===== src/rtl/uart_rx_core.sv =====
// uart_rx_core -- serial receive front end for the Wishbone UART.
//
// Synchronises rx, validates the start bit at mid-bit, samples 8 data bits
// LSB first at mid-bit and checks the stop bit. Each good byte lands in a
// holding register with sticky status flags, which rd_ack clears.
//
// Optional feature: define UART_RX_PARITY_EN to receive 8E1 frames
// (even parity bit between data and stop). Without it frames are 8N1 and
// parity_err is constant 0.
//
// Ports:
//   clk        in   system clock, rising edge
//   rst        in   asynchronous active-high reset
//   rx         in   asynchronous serial input, idle high
//   rd_ack     in   one-cycle pulse: byte consumed, clear flags
//   rx_data    out  [7:0] last completed byte
//   rx_ready   out  sticky: unread byte in rx_data
//   frame_err  out  sticky: stop bit sampled low
//   overrun    out  sticky: byte completed while rx_ready was set
//   parity_err out  sticky: parity mismatch (0 when parity compiled out)
//   busy       out  receiver is not idle
module uart_rx_core #(
  parameter int CLKS_PER_BIT = 16
) (
  input  logic       clk,
  input  logic       rst,
  input  logic       rx,
  input  logic       rd_ack,
  output logic [7:0] rx_data,
  output logic       rx_ready,
  output logic       frame_err,
  output logic       overrun,
  output logic       parity_err,
  output logic       busy
);

  localparam int CW   = $clog2(CLKS_PER_BIT);
  localparam int HALF = CLKS_PER_BIT / 2;
  localparam logic [CW-1:0] CNT_HALF_M1 = CW'(HALF - 1);
  localparam logic [CW-1:0] CNT_LAST    = CW'(CLKS_PER_BIT - 1);

  typedef enum logic [2:0] {
    S_IDLE,
    S_START,
    S_DATA,
`ifdef UART_RX_PARITY_EN
    S_PARITY,
`endif
    S_STOP,
    S_BREAK
  } state_t;

  // Two-flop synchroniser, idle-high reset so no false start after reset.
  logic rx_meta_q, rx_s_q;

  state_t         state_q, state_d;
  logic [CW-1:0]  cnt_q, cnt_d;
  logic [2:0]     bit_idx_q, bit_idx_d;
  logic [7:0]     shift_q, shift_d;
  logic [7:0]     rx_data_q, rx_data_d;
  logic           rx_ready_q, rx_ready_d;
  logic           frame_err_q, frame_err_d;
  logic           overrun_q, overrun_d;
  logic           busy_q, busy_d;
`ifdef UART_RX_PARITY_EN
  logic           par_bit_q, par_bit_d;
  logic           parity_err_q, parity_err_d;
`endif

  logic bit_end;
  assign bit_end = (cnt_q == CNT_LAST);

  always_comb begin
    state_d     = state_q;
    cnt_d       = bit_end ? '0 : cnt_q + CW'(1);
    bit_idx_d   = bit_idx_q;
    shift_d     = shift_q;
    rx_data_d   = rx_data_q;
    rx_ready_d  = rx_ready_q;
    frame_err_d = frame_err_q;
    overrun_d   = overrun_q;
`ifdef UART_RX_PARITY_EN
    par_bit_d    = par_bit_q;
    parity_err_d = parity_err_q;
`endif

    // Clear first so that a completion or error in the same cycle wins.
    if (rd_ack) begin
      rx_ready_d  = 1'b0;
      frame_err_d = 1'b0;
      overrun_d   = 1'b0;
`ifdef UART_RX_PARITY_EN
      parity_err_d = 1'b0;
`endif
    end

    unique case (state_q)
      S_IDLE: begin
        if (!rx_s_q) state_d = S_START;
      end
      S_START: begin
        if (cnt_q == CNT_HALF_M1) begin
          // High at mid-start means a glitch: drop it silently.
          state_d   = rx_s_q ? S_IDLE : S_DATA;
          bit_idx_d = 3'd0;
        end
      end
      S_DATA: begin
        if (bit_end) begin
          shift_d   = {rx_s_q, shift_q[7:1]};
          bit_idx_d = bit_idx_q + 3'd1;
          if (bit_idx_q == 3'd7) begin
`ifdef UART_RX_PARITY_EN
            state_d = S_PARITY;
`else
            state_d = S_STOP;
`endif
          end
        end
      end
`ifdef UART_RX_PARITY_EN
      S_PARITY: begin
        if (bit_end) begin
          par_bit_d = rx_s_q;
          state_d   = S_STOP;
        end
      end
`endif
      S_STOP: begin
        if (bit_end) begin
          if (rx_s_q) begin
            rx_data_d  = shift_q;
            rx_ready_d = 1'b1;
            if (rx_ready_q && !rd_ack) overrun_d = 1'b1;
`ifdef UART_RX_PARITY_EN
            // Even parity: data bits plus parity bit must XOR to zero.
            if (^{shift_q, par_bit_q}) parity_err_d = 1'b1;
`endif
            state_d = S_IDLE;
          end else begin
            frame_err_d = 1'b1;
            state_d     = S_BREAK;
          end
        end
      end
      S_BREAK: begin
        // Wait out a held-low line so it yields only one frame error.
        if (rx_s_q) state_d = S_IDLE;
      end
      default: state_d = S_IDLE;
    endcase

    if (state_d != state_q || state_q == S_IDLE || state_q == S_BREAK)
      cnt_d = '0;

    busy_d = (state_d != S_IDLE);
  end

  always_ff @(posedge clk or posedge rst) begin
    if (rst) begin
      rx_meta_q   <= 1'b1;
      rx_s_q      <= 1'b1;
      state_q     <= S_IDLE;
      cnt_q       <= '0;
      bit_idx_q   <= 3'd0;
      shift_q     <= 8'h00;
      rx_data_q   <= 8'h00;
      rx_ready_q  <= 1'b0;
      frame_err_q <= 1'b0;
      overrun_q   <= 1'b0;
      busy_q      <= 1'b0;
`ifdef UART_RX_PARITY_EN
      par_bit_q    <= 1'b0;
      parity_err_q <= 1'b0;
`endif
    end else begin
      rx_meta_q   <= rx;
      rx_s_q      <= rx_meta_q;
      state_q     <= state_d;
      cnt_q       <= cnt_d;
      bit_idx_q   <= bit_idx_d;
      shift_q     <= shift_d;
      rx_data_q   <= rx_data_d;
      rx_ready_q  <= rx_ready_d;
      frame_err_q <= frame_err_d;
      overrun_q   <= overrun_d;
      busy_q      <= busy_d;
`ifdef UART_RX_PARITY_EN
      par_bit_q    <= par_bit_d;
      parity_err_q <= parity_err_d;
`endif
    end
  end

  assign rx_data   = rx_data_q;
  assign rx_ready  = rx_ready_q;
  assign frame_err = frame_err_q;
  assign overrun   = overrun_q;
  assign busy      = busy_q;
`ifdef UART_RX_PARITY_EN
  assign parity_err = parity_err_q;
`else
  assign parity_err = 1'b0;
`endif

endmodule

===== config.mk =====
export PLATFORM = sky130hd
export DESIGN_NAME = uart_rx_core
export DESIGN_NICKNAME = d
export VERILOG_FILES = /design/src/rtl/uart_rx_core.sv
export SDC_FILE = /design/constraint.sdc
export NUM_CORES = 1
export LEC_CHECK = 0
export ABC_AREA = 1
export ABC_CLOCK_PERIOD_IN_PS = 1800
export CAP_MARGIN = 20
export CORE_UTILIZATION = 40
export CTS_BUF_LIST = sky130_fd_sc_hd__clkbuf_16
export DETAILED_ROUTE_END_ITERATION = 8
export GPL_TIMING_DRIVEN = 0
export SYNTH_ARGS = -nofsm -noshare
export SYNTH_HDL_FRONTEND = slang
export SYNTH_SLANG_ARGS = --single-unit
export TNS_END_PERCENT = 50

===== constraint.sdc =====
create_clock -name clk -period 1.8 [get_ports clk]
set_input_delay 0.36 -clock clk [delete_from_list [all_inputs] [get_ports clk]]
set_output_delay 0.36 -clock clk [all_outputs]
set_load 0.01 [all_outputs]

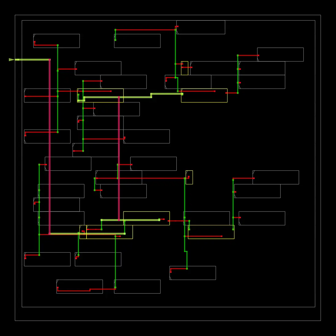
Figure 1: run 1, clock wiring as the flow saved it.
Latency at later pin: 270 ps
largest clock skew in the final design: 4.75 ps
sinks on the clock net: 32

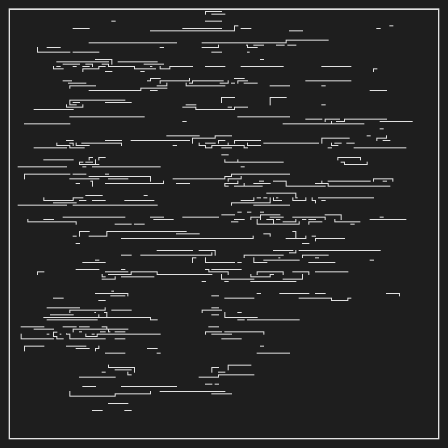
Figure 2: run 1, met1 routing.
159 nets have wire on it. The layer carries 1110 um of wire.

==> flow_results.xml, run 1 <==
<?xml version="1.0" encoding="UTF-8"?>
<metrics>
  <group name="synth">
    <metric name="aoi_oai_family_share_of_the_synthesized_area" unit="">0.0856</metric>
    <metric name="synth-cells-yosys" unit="">145</metric>
    <metric name="post-synth-top-area-fraction" unit="">0.541</metric>
    <metric name="synth_sequential_area_ratio" unit="">0.578</metric>
    <metric name="synth-area-yosys" unit="um^2">1390</metric>
    <metric name="synth_cell_types" unit="">26</metric>
    <metric name="syn-instance-count" unit="">145</metric>
    <metric name="post_synth_main_logic_family" unit="">simple AND/OR/NAND/NOR gates</metric>
    <metric name="synth.yosys.warnings" unit="">0</metric>
    <metric name="post_synth.cell_area_avg" unit="um^2">9.58</metric>
    <metric name="yosys_register_bits" unit="">32</metric>
    <metric name="synthMuxAreaShare" unit="">0.0162</metric>
    <metric name="postSynthNetCount" unit="">152</metric>
    <metric name="post_synth_top_area_cell" unit="">sky130_fd_sc_hd__dfrtp_1</metric>
    <metric name="topCellsByArea" unit="">sky130_fd_sc_hd__dfrtp_1 (54%), sky130_fd_sc_hd__nand2_1 (9.2%), sky130_fd_sc_hd__inv_1 (4.3%)</metric>
    <metric name="simple_gate_share" unit="">0.220</metric>
  </group>
  <group name="timing">
    <metric name="finalSetupViolations" unit="">0</metric>
    <metric name="final_min_period_over_clock_period" unit="">0.889</metric>
    <metric name="maxSlewViolCount" unit="">0</metric>
    <metric name="timing.hold.ws" unit="ps">359</metric>
    <metric name="rsz0062_at_grt" unit="">false</metric>
    <metric name="fmax" unit="MHz">625</metric>
    <metric name="fin_ws" unit="ps">200</metric>
  </group>
  <group name="layout">
    <metric name="layout_top_cells" unit="">sky130_fd_sc_hd__nand2_1 (34), sky130_fd_sc_hd__dfrtp_1 (30), sky130_fd_sc_hd__inv_1 (18)</metric>
    <metric name="mostFrequentLayoutCell" unit="">sky130_fd_sc_hd__nand2_1</metric>
    <metric name="final_area" unit="um^2">1760</metric>
    <metric name="syn_to_final_growth" unit="%">26.8</metric>
    <metric name="final_nets" unit="">175</metric>
    <metric name="seqCellArea" unit="um^2">803</metric>
    <metric name="instances_no_fill" unit="">215</metric>
    <metric name="layout.filler_cells" unit="">321</metric>
    <metric name="comb_area" unit="um^2">497</metric>
  </group>
  <group name="floorplanning">
    <metric name="initCoreUtil" unit="">0.416</metric>
    <metric name="die_w" unit="um">60.9</metric>
    <metric name="design.die.area" unit="um^2">3710</metric>
    <metric name="floorplan.rows" unit="">21</metric>
    <metric name="num_io_pins" unit="">17</metric>
    <metric name="die-height" unit="um">60.9</metric>
    <metric name="core_area" unit="um^2">3340</metric>
  </group>
  <group name="pwr">
    <metric name="switching_share" unit="">0.226</metric>
    <metric name="finalPower" unit="W">0.00168</metric>
    <metric name="power.share.clock" unit="">0.454</metric>
    <metric name="combPwrFrac" unit="">0.089</metric>
    <metric name="switching_power" unit="W">0.000381</metric>
    <metric name="p_leak" unit="nW">0.834</metric>
  </group>
  <group name="detailed_routing">
    <metric name="met3RoutedLength" unit="um">78</metric>
    <metric name="post-route-drc-count" unit="">0</metric>
    <metric name="drt-initial-drc-count" unit="">41</metric>
    <metric name="vias_per_cell" unit="">4.60</metric>
    <metric name="drt_pass_1_iters" unit="">4</metric>
    <metric name="detail-route-antenna-nets" unit="">0</metric>
    <metric name="routed_wire_length_per_instance" unit="um">11.3</metric>
    <metric name="wl_met1" unit="mm">1.11</metric>
    <metric name="top_layer" unit="">met4</metric>
  </group>
  <group name="clock_tree">
    <metric name="cts_made_buffers" unit="">5</metric>
    <metric name="cts.path.max_buffers" unit="">2</metric>
    <metric name="ctsHtreeMaxLevel" unit="">2</metric>
    <metric name="cts_root_buffer" unit="">sky130_fd_sc_hd__clkbuf_16</metric>
    <metric name="postCtsResizedCells" unit="">0</metric>
    <metric name="holdBufCountCts" unit="">0</metric>
    <metric name="post-cts-setup-buffers" unit="">0</metric>
    <metric name="tritoncts" unit="">yes</metric>
  </group>
  <group name="worst_setup_path">
    <metric name="cp.required" unit="ps">1980</metric>
    <metric name="critical-path-top-delay-family" unit="">simple AND/OR/NAND/NOR gates</metric>
    <metric name="criticalPathCategory" unit="">flop to flop</metric>
    <metric name="cp_cell_sequence" unit="">ha_1 -&gt; nand3_2 -&gt; nor2_1 -&gt; nand2_1 -&gt; nand2_1 -&gt; nor2_1 -&gt; nand3_1 -&gt; nor3_2</metric>
    <metric name="worst_setup_path_end_kind" unit="">flop</metric>
    <metric name="path_buffers" unit="">0</metric>
    <metric name="max_stage_delay" unit="ps">390</metric>
  </group>
  <group name="global_route">
    <metric name="grtUsageMet1" unit="">0.214</metric>
    <metric name="grt_util_all_layers" unit="">0.171</metric>
    <metric name="grt-ovfl-total" unit="">0</metric>
    <metric name="grt_antenna_before_repair" unit="">0</metric>
    <metric name="use_met2" unit="">0.261</metric>
    <metric name="via_count_of_the_first_global_routing_pass" unit="">980</metric>
    <metric name="grt_pass1_wl" unit="mm">4.40</metric>
    <metric name="grt_start_max_net_pins" unit="">25</metric>
  </group>
  <group name="job">
    <metric name="number_of_max_cap_violations" unit="">0</metric>
    <metric name="warnings" unit="">26</metric>
  </group>
  <group name="status">
    <metric name="run_status" unit="">finished clean</metric>
  </group>
  <group name="placement">
    <metric name="place_congestion" unit="">0.786</metric>
    <metric name="dpl.cell_count" unit="">207</metric>
    <metric name="pre_cts_slack" unit="ps">171</metric>
  </group>
</metrics>
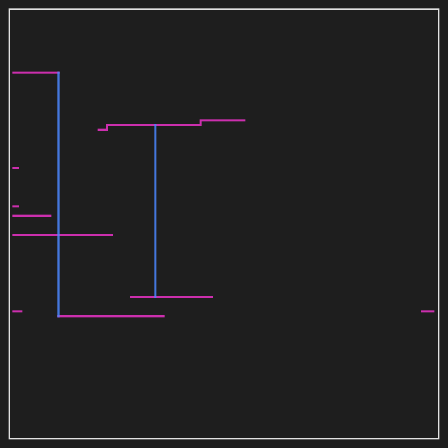
Figure 3: run 1, signal wires by layer.
Two of the layers only.
Key: M3 = magenta [wire length 78.4 um]; M4 = blue [wire length 59.2 um]

[run 1: cells in the mapped netlist, drive strengths merged]
cell type	count
mux2	2
dfrtp	30
buf	3
nor2	9
nand2	38
a21oi	1
or3	1
inv	19
nor3	5
conb	1
a22o	2
nand3	10
dfstp	2
o21ai	17
xnor2	1
o21bai	1
ha	3
[run 1: area by class of cell]
type                    count  share of cell area
flip-flops and latches     32               0.456
multi-input cells          91               0.282
repair buffers             16               0.101
clock buffers               5              0.0711
inverters                  19              0.0405
well taps                  46              0.0327
plain buffers               3             0.00995
clock inverters             3             0.00640
[run 1: path summary, 6_finish.rpt]
kind                            depth (start not counted)       from    endpoint
worst max-delay path                                    8   cnt_q[0]    cnt_q[1]
worst max register to register                          8   cnt_q[0]    cnt_q[1]
max in group asynchronous                               3        rst   rx_meta_q
worst min-delay path                                    0  rx_meta_q      rx_s_q
min in group asynchronous                               2        rst  state_q[0]
worst min register to register                          0  rx_meta_q      rx_s_q
[run 1: power by group through the flow]
stage | clock [W] | sequential (W) | combinational (W)
finish | 0.000764 | 0.000768 | 0.000150
global route | 0.000824 | 0.000770 | 0.000181
CTS | 0.000784 | 0.000768 | 0.000154
detailed placement | 0 | 0.000780 | 0.000153
global placement | 0 | 0.000779 | 0.000145
floorplan | 0 | 0.000777 | 0.000114
[run 1: cells by family (layout without fill, tap and decap cells)]
family | after synthesis | after routing
AND/OR/NAND/NOR | 63 | 63
adder cells (fa/ha/maj) | 3 | 3
AND-OR/OR-AND | 21 | 21
buffers and inverters | 22 | 46
other | 1 | 1
XOR/XNOR | 1 | 1
flip-flops | 32 | 32
multiplexers | 2 | 2
[run 1: flip-flops by register name, indices dropped and copies added, names as in the netlist, 3 cells and up]
name / cells
cnt_q: 4
bit_idx_q: 3
state_q: 3
rx_data: 8
shift_q: 8
==> run 1 -> run 2 <==
--- a/config.mk
+++ b/config.mk
@@ -6,7 +6,6 @@
 export NUM_CORES = 1
 export LEC_CHECK = 0
 export ABC_AREA = 1
-export ABC_CLOCK_PERIOD_IN_PS = 1800
 export CAP_MARGIN = 20
 export CORE_UTILIZATION = 40
 export CTS_BUF_LIST = sky130_fd_sc_hd__clkbuf_16
==> flow_results.xml, run 2 <==
<?xml version="1.0" encoding="UTF-8"?>
<metrics>
  <group name="status">
    <metric name="run_status" unit="">finished clean</metric>
  </group>
  <group name="pwr">
    <metric name="power.density_cell_area" unit="nW/um^2">956</metric>
    <metric name="power_frac_seq" unit="">0.456</metric>
    <metric name="combPwrFrac" unit="">0.089</metric>
    <metric name="seq-power" unit="W">0.000768</metric>
    <metric name="p_leak" unit="nW">0.834</metric>
    <metric name="largestPowerGroup" unit="">sequential cells</metric>
    <metric name="power.clock.total" unit="W">0.000764</metric>
    <metric name="switching_power" unit="W">0.000381</metric>
    <metric name="power.share.clock" unit="">0.454</metric>
    <metric name="internal_power" unit="W">0.00130</metric>
    <metric name="comb-power" unit="W">0.000150</metric>
    <metric name="switching_share" unit="">0.226</metric>
  </group>
  <group name="floorplanning">
    <metric name="die_w" unit="um">60.9</metric>
    <metric name="core_area" unit="um^2">3340</metric>
    <metric name="initCoreUtil" unit="">0.416</metric>
    <metric name="die-height" unit="um">60.9</metric>
    <metric name="num_io_pins" unit="">17</metric>
    <metric name="design.die.area" unit="um^2">3710</metric>
    <metric name="floorplan.rows" unit="">21</metric>
  </group>
  <group name="layout">
    <metric name="antenna-diode-count" unit="">0</metric>
    <metric name="mostFrequentLayoutCell" unit="">sky130_fd_sc_hd__nand2_1</metric>
    <metric name="layout_top_cells" unit="">sky130_fd_sc_hd__nand2_1 (34), sky130_fd_sc_hd__dfrtp_1 (30), sky130_fd_sc_hd__inv_1 (18)</metric>
    <metric name="layout-drive-gt1-share" unit="">0.166</metric>
    <metric name="instances_no_fill" unit="">215</metric>
    <metric name="final_nets" unit="">175</metric>
    <metric name="utilization" unit="">0.528</metric>
    <metric name="syn_to_final_growth" unit="%">26.8</metric>
  </group>
  <group name="clock_tree">
    <metric name="post-cts-setup-buffers" unit="">0</metric>
    <metric name="holdBufCountCts" unit="">0</metric>
    <metric name="cts.path.max_buffers" unit="">2</metric>
    <metric name="ctsHtreeMaxLevel" unit="">2</metric>
    <metric name="postCtsResizedCells" unit="">0</metric>
    <metric name="worstSkewPairLatency" unit="ps">270</metric>
    <metric name="path_clk_slew" unit="ps">50</metric>
    <metric name="cts.sinks" unit="">32</metric>
    <metric name="cts_made_buffers" unit="">5</metric>
    <metric name="tritoncts" unit="">yes</metric>
    <metric name="cts_root_buffer" unit="">sky130_fd_sc_hd__clkbuf_16</metric>
  </group>
  <group name="synth">
    <metric name="synth.yosys.warnings" unit="">0</metric>
    <metric name="enable_flop_cells" unit="">0</metric>
    <metric name="yosysMostFrequentCell" unit="">sky130_fd_sc_hd__nand2_1</metric>
    <metric name="syn-instance-count" unit="">145</metric>
    <metric name="post-synth-top-area-fraction" unit="">0.541</metric>
    <metric name="synth.top_cells.by_count" unit="">sky130_fd_sc_hd__nand2_1 (34), sky130_fd_sc_hd__dfrtp_1 (30), sky130_fd_sc_hd__inv_1 (16)</metric>
    <metric name="postSynthNetCount" unit="">152</metric>
    <metric name="post_synth_top_area_cell" unit="">sky130_fd_sc_hd__dfrtp_1</metric>
    <metric name="synth_sequential_area_ratio" unit="">0.578</metric>
    <metric name="synth-area-yosys" unit="um^2">1390</metric>
    <metric name="post_synth.cell_area_avg" unit="um^2">9.58</metric>
    <metric name="ys.flop_type" unit="">sky130_fd_sc_hd__dfrtp_1</metric>
    <metric name="synth-cells-yosys" unit="">145</metric>
    <metric name="post_synth_instance_area" unit="um^2">1390</metric>
    <metric name="ys_async_sr_fraction" unit="">1.00</metric>
    <metric name="yosys_register_bits" unit="">32</metric>
    <metric name="synth_cell_types" unit="">26</metric>
    <metric name="topCellsByArea" unit="">sky130_fd_sc_hd__dfrtp_1 (54%), sky130_fd_sc_hd__nand2_1 (9.2%), sky130_fd_sc_hd__inv_1 (4.3%)</metric>
  </group>
  <group name="timing">
    <metric name="fin_ws" unit="ps">200</metric>
    <metric name="final_min_period_over_clock_period" unit="">0.889</metric>
    <metric name="maxSlewViolCount" unit="">0</metric>
    <metric name="rsz0062_at_grt" unit="">false</metric>
    <metric name="timing_hold_violations_final" unit="">0</metric>
    <metric name="fin_setup_tns" unit="ps">0</metric>
    <metric name="finalSetupViolations" unit="">0</metric>
    <metric name="fin_worst_skew" unit="ps">4.75</metric>
    <metric name="finalCriticalPeriod" unit="ps">1600</metric>
    <metric name="fmax" unit="MHz">625</metric>
  </group>
  <group name="placement">
    <metric name="dpl.hpwl" unit="mm">1.72</metric>
    <metric name="place_congestion" unit="">0.786</metric>
    <metric name="dpl.cell_count" unit="">207</metric>
    <metric name="io_buffer_count" unit="">15</metric>
    <metric name="pre_cts_slack" unit="ps">171</metric>
  </group>
  <group name="worst_setup_path">
    <metric name="max_stage_delay" unit="ps">390</metric>
    <metric name="path_buffers" unit="">0</metric>
    <metric name="crit_slowest_cell" unit="">sky130_fd_sc_hd__dfrtp_1</metric>
    <metric name="critical_path.startpoint_type" unit="">flop</metric>
    <metric name="critical-path-top-delay-family" unit="">simple AND/OR/NAND/NOR gates</metric>
    <metric name="criticalPathCategory" unit="">flop to flop</metric>
    <metric name="cp.required" unit="ps">1980</metric>
    <metric name="cp_cell_sequence" unit="">ha_1 -&gt; nand3_2 -&gt; nor2_1 -&gt; nand2_1 -&gt; nand2_1 -&gt; nor2_1 -&gt; nand3_1 -&gt; nor3_2</metric>
    <metric name="worst_setup_path_end_kind" unit="">flop</metric>
  </group>
  <group name="detailed_routing">
    <metric name="vias_per_cell" unit="">4.60</metric>
    <metric name="post-route-drc-count" unit="">0</metric>
    <metric name="detail-route-antenna-nets" unit="">0</metric>
    <metric name="drt_pass_1_iters" unit="">4</metric>
    <metric name="routed_wire_length_per_instance" unit="um">11.3</metric>
    <metric name="vias" unit="">988</metric>
    <metric name="drt-initial-drc-count" unit="">41</metric>
    <metric name="detail_route.wirelength" unit="mm">2.43</metric>
  </group>
  <group name="global_route">
    <metric name="use_met2" unit="">0.261</metric>
    <metric name="grtUsageMet1" unit="">0.214</metric>
    <metric name="grt_antenna_before_repair" unit="">0</metric>
    <metric name="via_count_of_the_first_global_routing_pass" unit="">980</metric>
    <metric name="grt_pass1_wl" unit="mm">4.40</metric>
    <metric name="grt-ovfl-total" unit="">0</metric>
    <metric name="gr-usage-met3" unit="">0.0618</metric>
    <metric name="grt_start_max_net_pins" unit="">25</metric>
    <metric name="grt.busiest_layer" unit="">met2</metric>
    <metric name="grt_util_all_layers" unit="">0.171</metric>
  </group>
  <group name="job">
    <metric name="warnings" unit="">26</metric>
    <metric name="number_of_max_cap_violations" unit="">0</metric>
  </group>
  <group name="min_path">
    <metric name="worstHoldPathType" unit="">flop to flop</metric>
  </group>
</metrics>
[run 2: cell counts after synthesis]
Identical to the previous run, type by type.
[run 2: path summary, 6_finish.rpt]
| kind | from | endpoint | slack (ps) | cells after the start |
|---|---|---|---|---|
| setup reg to reg | cnt_q[0] | cnt_q[1] | 200 | 8 |
| setup / recovery | cnt_q[0] | cnt_q[1] | 200 | 8 |
| min in group asynchronous | rst | state_q[0] | 380 | 2 |
| hold / removal | rx_meta_q | rx_s_q | 360 | 0 |
| max in group asynchronous | rst | rx_meta_q | 900 | 3 |
| hold reg to reg | rx_meta_q | rx_s_q | 360 | 0 |
[run 2: metrics by stage]
step,area (um^2),hold WS (ps),power [W]
after floorplan,1390,345,0.000891
after global placement,1600,346,0.000924
after detailed placement,1620,351,0.000933
after CTS,1760,360,0.00171
after global routing,1760,365,0.00178
final,1760,359,0.00168
[run 2: cell families after synthesis]
kind of cell / Yosys count / synth area share
AOI/OAI and AO/OA: 21 / 0.0856
xor gates and xnor gates: 1 / 0.00631
adders and majority gates: 3 / 0.0270
buffers and inverters: 22 / 0.0640
DFF: 32 / 0.578
muxes: 2 / 0.0162
other: 1 / 0.00270
and+or+nand+nor: 63 / 0.220
[run 2: layer usage]
layer | up-vias | wire length [um] | share of wire
met4 | 0 | 59 | 0.024
li1 | 510 | - | -
met2 | 11 | 1190 | 0.49
met1 | 463 | 1110 | 0.45
met3 | 4 | 78 | 0.032
met5 | - | 0 | 0
[run 2: final cells by class]
| cell class | instances | area, um^2 |
|---|---|---|
| multi-input combinational | 91 | 497 |
| buffer | 3 | 17.5 |
| inverter | 19 | 71.3 |
| sequential | 32 | 803 |
| tap | 46 | 57.6 |
| clock inverter | 3 | 11.3 |
| fill | 321 | 1580 |
| clock buffer | 5 | 125 |
| timing repair buffer | 16 | 178 |
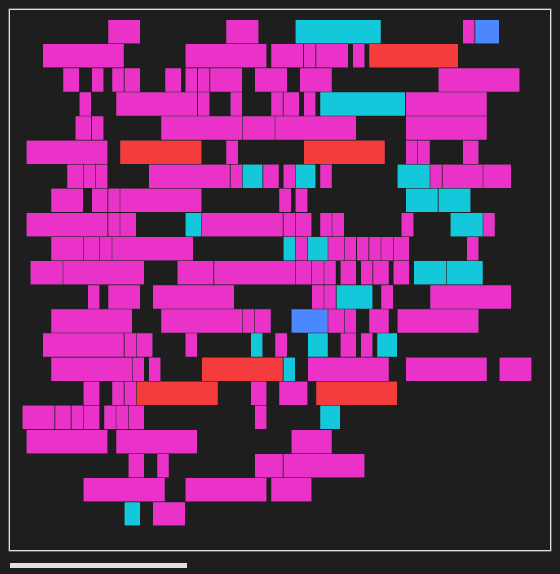
Figure 4: run 2, drive-strength map.
Bar = 20 um.
Key: x1 and smaller = magenta [cells 141, share 83%]; x2 = cyan [cells 20, share 12%]; x3 and x4 = blue [cells 2, share 1.2%]; x6 and larger = red [cells 6, share 3.6%]

==> run 2 -> run 3 <==
--- a/config.mk
+++ b/config.mk
@@ -5,10 +5,9 @@
 export SDC_FILE = /design/constraint.sdc
 export NUM_CORES = 1
 export LEC_CHECK = 0
-export ABC_AREA = 1
 export CAP_MARGIN = 20
 export CORE_UTILIZATION = 40
-export CTS_BUF_LIST = sky130_fd_sc_hd__clkbuf_16
+export CTS_BUF_LIST = sky130_fd_sc_hd__clkbuf_4 sky130_fd_sc_hd__clkbuf_8
 export DETAILED_ROUTE_END_ITERATION = 8
 export GPL_TIMING_DRIVEN = 0
 export SYNTH_ARGS = -nofsm -noshare
==> flow_results.xml, run 3 <==
<?xml version="1.0" encoding="UTF-8"?>
<metrics>
  <group name="synth">
    <metric name="syn-instance-count" unit="">125</metric>
    <metric name="enable_flop_cells" unit="">0</metric>
    <metric name="topCellsByArea" unit="">sky130_fd_sc_hd__dfrtp_1 (54%), sky130_fd_sc_hd__nand2_1 (7.5%), sky130_fd_sc_hd__mux2_2 (5.6%)</metric>
    <metric name="postSynthNetCount" unit="">132</metric>
    <metric name="post_synth_top_area_cell" unit="">sky130_fd_sc_hd__dfrtp_1</metric>
    <metric name="synth-cells-yosys" unit="">125</metric>
    <metric name="ys_async_sr_fraction" unit="">1.00</metric>
    <metric name="yosysMostFrequentCell" unit="">sky130_fd_sc_hd__dfrtp_1</metric>
    <metric name="synth-area-yosys" unit="um^2">1400</metric>
    <metric name="synth.yosys.warnings" unit="">0</metric>
    <metric name="synth_cell_types" unit="">39</metric>
    <metric name="yosys_register_bits" unit="">32</metric>
    <metric name="synth_sequential_area_ratio" unit="">0.575</metric>
    <metric name="post_synth.cell_area_avg" unit="um^2">11.2</metric>
    <metric name="ys.flop_type" unit="">sky130_fd_sc_hd__dfrtp_1</metric>
    <metric name="post_synth_instance_area" unit="um^2">1400</metric>
  </group>
  <group name="layout">
    <metric name="final_nets" unit="">159</metric>
    <metric name="antenna-diode-count" unit="">0</metric>
    <metric name="layout.filler_cells" unit="">303</metric>
    <metric name="mostFrequentLayoutCell" unit="">sky130_fd_sc_hd__dfrtp_1</metric>
    <metric name="utilization" unit="">0.525</metric>
    <metric name="instances_no_fill" unit="">199</metric>
    <metric name="layout-drive-gt1-share" unit="">0.209</metric>
    <metric name="syn_to_final_growth" unit="%">25.4</metric>
  </group>
  <group name="worst_setup_path">
    <metric name="path_buffers" unit="">0</metric>
    <metric name="crit_slowest_cell" unit="">sky130_fd_sc_hd__dfrtp_1</metric>
    <metric name="critical_path.startpoint_type" unit="">flop</metric>
    <metric name="cp_cell_sequence" unit="">ha_1 -&gt; and2_1 -&gt; a31oi_1 -&gt; nor3_1 -&gt; or3_1</metric>
    <metric name="criticalPathCategory" unit="">flop to flop</metric>
    <metric name="cp.required" unit="ps">2020</metric>
    <metric name="worst_setup_path_end_kind" unit="">flop</metric>
    <metric name="critical-path-top-delay-family" unit="">simple AND/OR/NAND/NOR gates</metric>
  </group>
  <group name="global_route">
    <metric name="grt-ovfl-total" unit="">0</metric>
    <metric name="grt_antenna_before_repair" unit="">0</metric>
    <metric name="via_count_of_the_first_global_routing_pass" unit="">941</metric>
    <metric name="grt_util_all_layers" unit="">0.160</metric>
    <metric name="grt_pass1_wl" unit="mm">4.19</metric>
    <metric name="grt_start_max_net_pins" unit="">23</metric>
  </group>
  <group name="floorplanning">
    <metric name="num_io_pins" unit="">17</metric>
    <metric name="die-height" unit="um">61.1</metric>
    <metric name="design.die.area" unit="um^2">3730</metric>
    <metric name="initCoreUtil" unit="">0.418</metric>
    <metric name="die_w" unit="um">61.1</metric>
  </group>
  <group name="status">
    <metric name="run_status" unit="">finished clean</metric>
  </group>
  <group name="clock_tree">
    <metric name="worstSkewPairLatency" unit="ps">340</metric>
    <metric name="path_clk_slew" unit="ps">110</metric>
    <metric name="cts.sinks" unit="">32</metric>
    <metric name="holdBufCountCts" unit="">0</metric>
    <metric name="ctsHtreeMaxLevel" unit="">2</metric>
    <metric name="tritoncts" unit="">yes</metric>
    <metric name="cts.path.max_buffers" unit="">2</metric>
    <metric name="cts_root_buffer" unit="">sky130_fd_sc_hd__clkbuf_4</metric>
  </group>
  <group name="placement">
    <metric name="place_congestion" unit="">0.833</metric>
    <metric name="dpl.cell_count" unit="">187</metric>
    <metric name="io_buffer_count" unit="">15</metric>
    <metric name="dpl.hpwl" unit="mm">1.75</metric>
    <metric name="pre_cts_slack" unit="ps">-109</metric>
  </group>
  <group name="detailed_routing">
    <metric name="routed_wire_length_per_instance" unit="um">13.3</metric>
    <metric name="detail_route.wirelength" unit="mm">2.65</metric>
    <metric name="drt-initial-drc-count" unit="">50</metric>
    <metric name="post-route-drc-count" unit="">0</metric>
    <metric name="vias_per_cell" unit="">5.07</metric>
    <metric name="vias" unit="">1008</metric>
    <metric name="detail-route-antenna-nets" unit="">0</metric>
  </group>
  <group name="timing">
    <metric name="maxSlewViolCount" unit="">0</metric>
    <metric name="fin_ws" unit="ps">104</metric>
    <metric name="rsz0062_at_grt" unit="">false</metric>
    <metric name="final_min_period_over_clock_period" unit="">0.942</metric>
    <metric name="timing_hold_violations_final" unit="">0</metric>
    <metric name="finalCriticalPeriod" unit="ps">1700</metric>
    <metric name="fmax" unit="MHz">590</metric>
    <metric name="finalSetupViolations" unit="">0</metric>
  </group>
  <group name="job">
    <metric name="number_of_max_cap_violations" unit="">0</metric>
    <metric name="warnings" unit="">27</metric>
  </group>
  <group name="pwr">
    <metric name="power.density_cell_area" unit="nW/um^2">1010</metric>
    <metric name="p_leak" unit="nW">0.829</metric>
    <metric name="finalPower" unit="W">0.00177</metric>
  </group>
</metrics>
run 3: cell types whose count changed after synthesis, sizes merged, moves of 5 or more:
cell   previous run  this run
inv              19         5
mux2              2         8
nand2            38        28
nand3            10         3
nor2              9         4
o21ai            17         4
run 3: final timing paths:
check	startpoint	to	slack (ps)	cells after the start
max	cnt_q[0]	busy	100	5
min	rst	overrun	340	2
max reg2reg	cnt_q[0]	busy	100	5
min reg2reg	rx_meta_q	rx_s_q	370	0
max in group asynchronous	rst	rx_meta_q	900	3
min in group clk	rx_meta_q	rx_s_q	370	0
run 3: cell type report:
class	instances	area, um^2	area share
buffer	5	33.8	0.0193
clock buffer	7	58.8	0.0336
clock inverter	1	7.51	0.00429
inverter	5	18.8	0.0107
multi-input combinational	83	551	0.315
sequential	32	803	0.459
tap	46	57.6	0.0329
timing repair buffer	20	220	0.126
run 3: cell families after synthesis:
kind of cell,synth area share
and+or+nand+nor,0.194
xor gates and xnor gates,0.0125
muxes,0.0645
buffers and inverters,0.0376
AOI/OAI and AO/OA,0.0869
other,0.00269
adders and majority gates,0.0269
DFF,0.575
run 3: metrics by stage:
stage | hold slack (ps) | TNS [ps] | area (um^2)
detailed placement | 356 | -786 | 1630
global placement | 347 | -424 | 1600
floorplan | 345 | 0 | 1400
finish | 337 | 0 | 1750
CTS | 343 | -43.3 | 1720
global route | 377 | 0 | 1750
run 3: power breakdown:
| part | switching (W) | leakage (nW) | internal, W |
|---|---|---|---|
| clock | 0.000250 | 0.0349 | 0.000206 |
| sequential | 0.0000629 | 0.422 | 0.000799 |
| combinational | 0.000250 | 0.372 | 0.000205 |
run 3: metal layers:
metal	routed length, um	track usage	up-vias
li1	-	-	485
met1	1220	0.195	490
met2	1270	0.259	25
met3	101	0.0441	8
met4	49	0.0877	0
met5	0	0	-
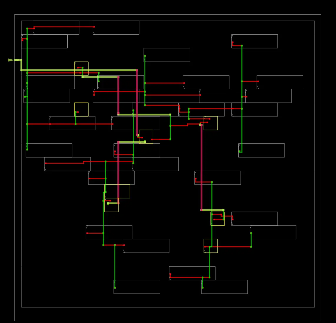
Figure 5: run 3, clock wiring as the flow saved it.
sequential cells: 32
power in the clock group: 0.000456 W
layout clock buffer count: 7
largest clock skew in the final design: 13.1 ps
clock buffer count from CTS: 5

No activity file was given, so power comes from the tool's default toggle rates.
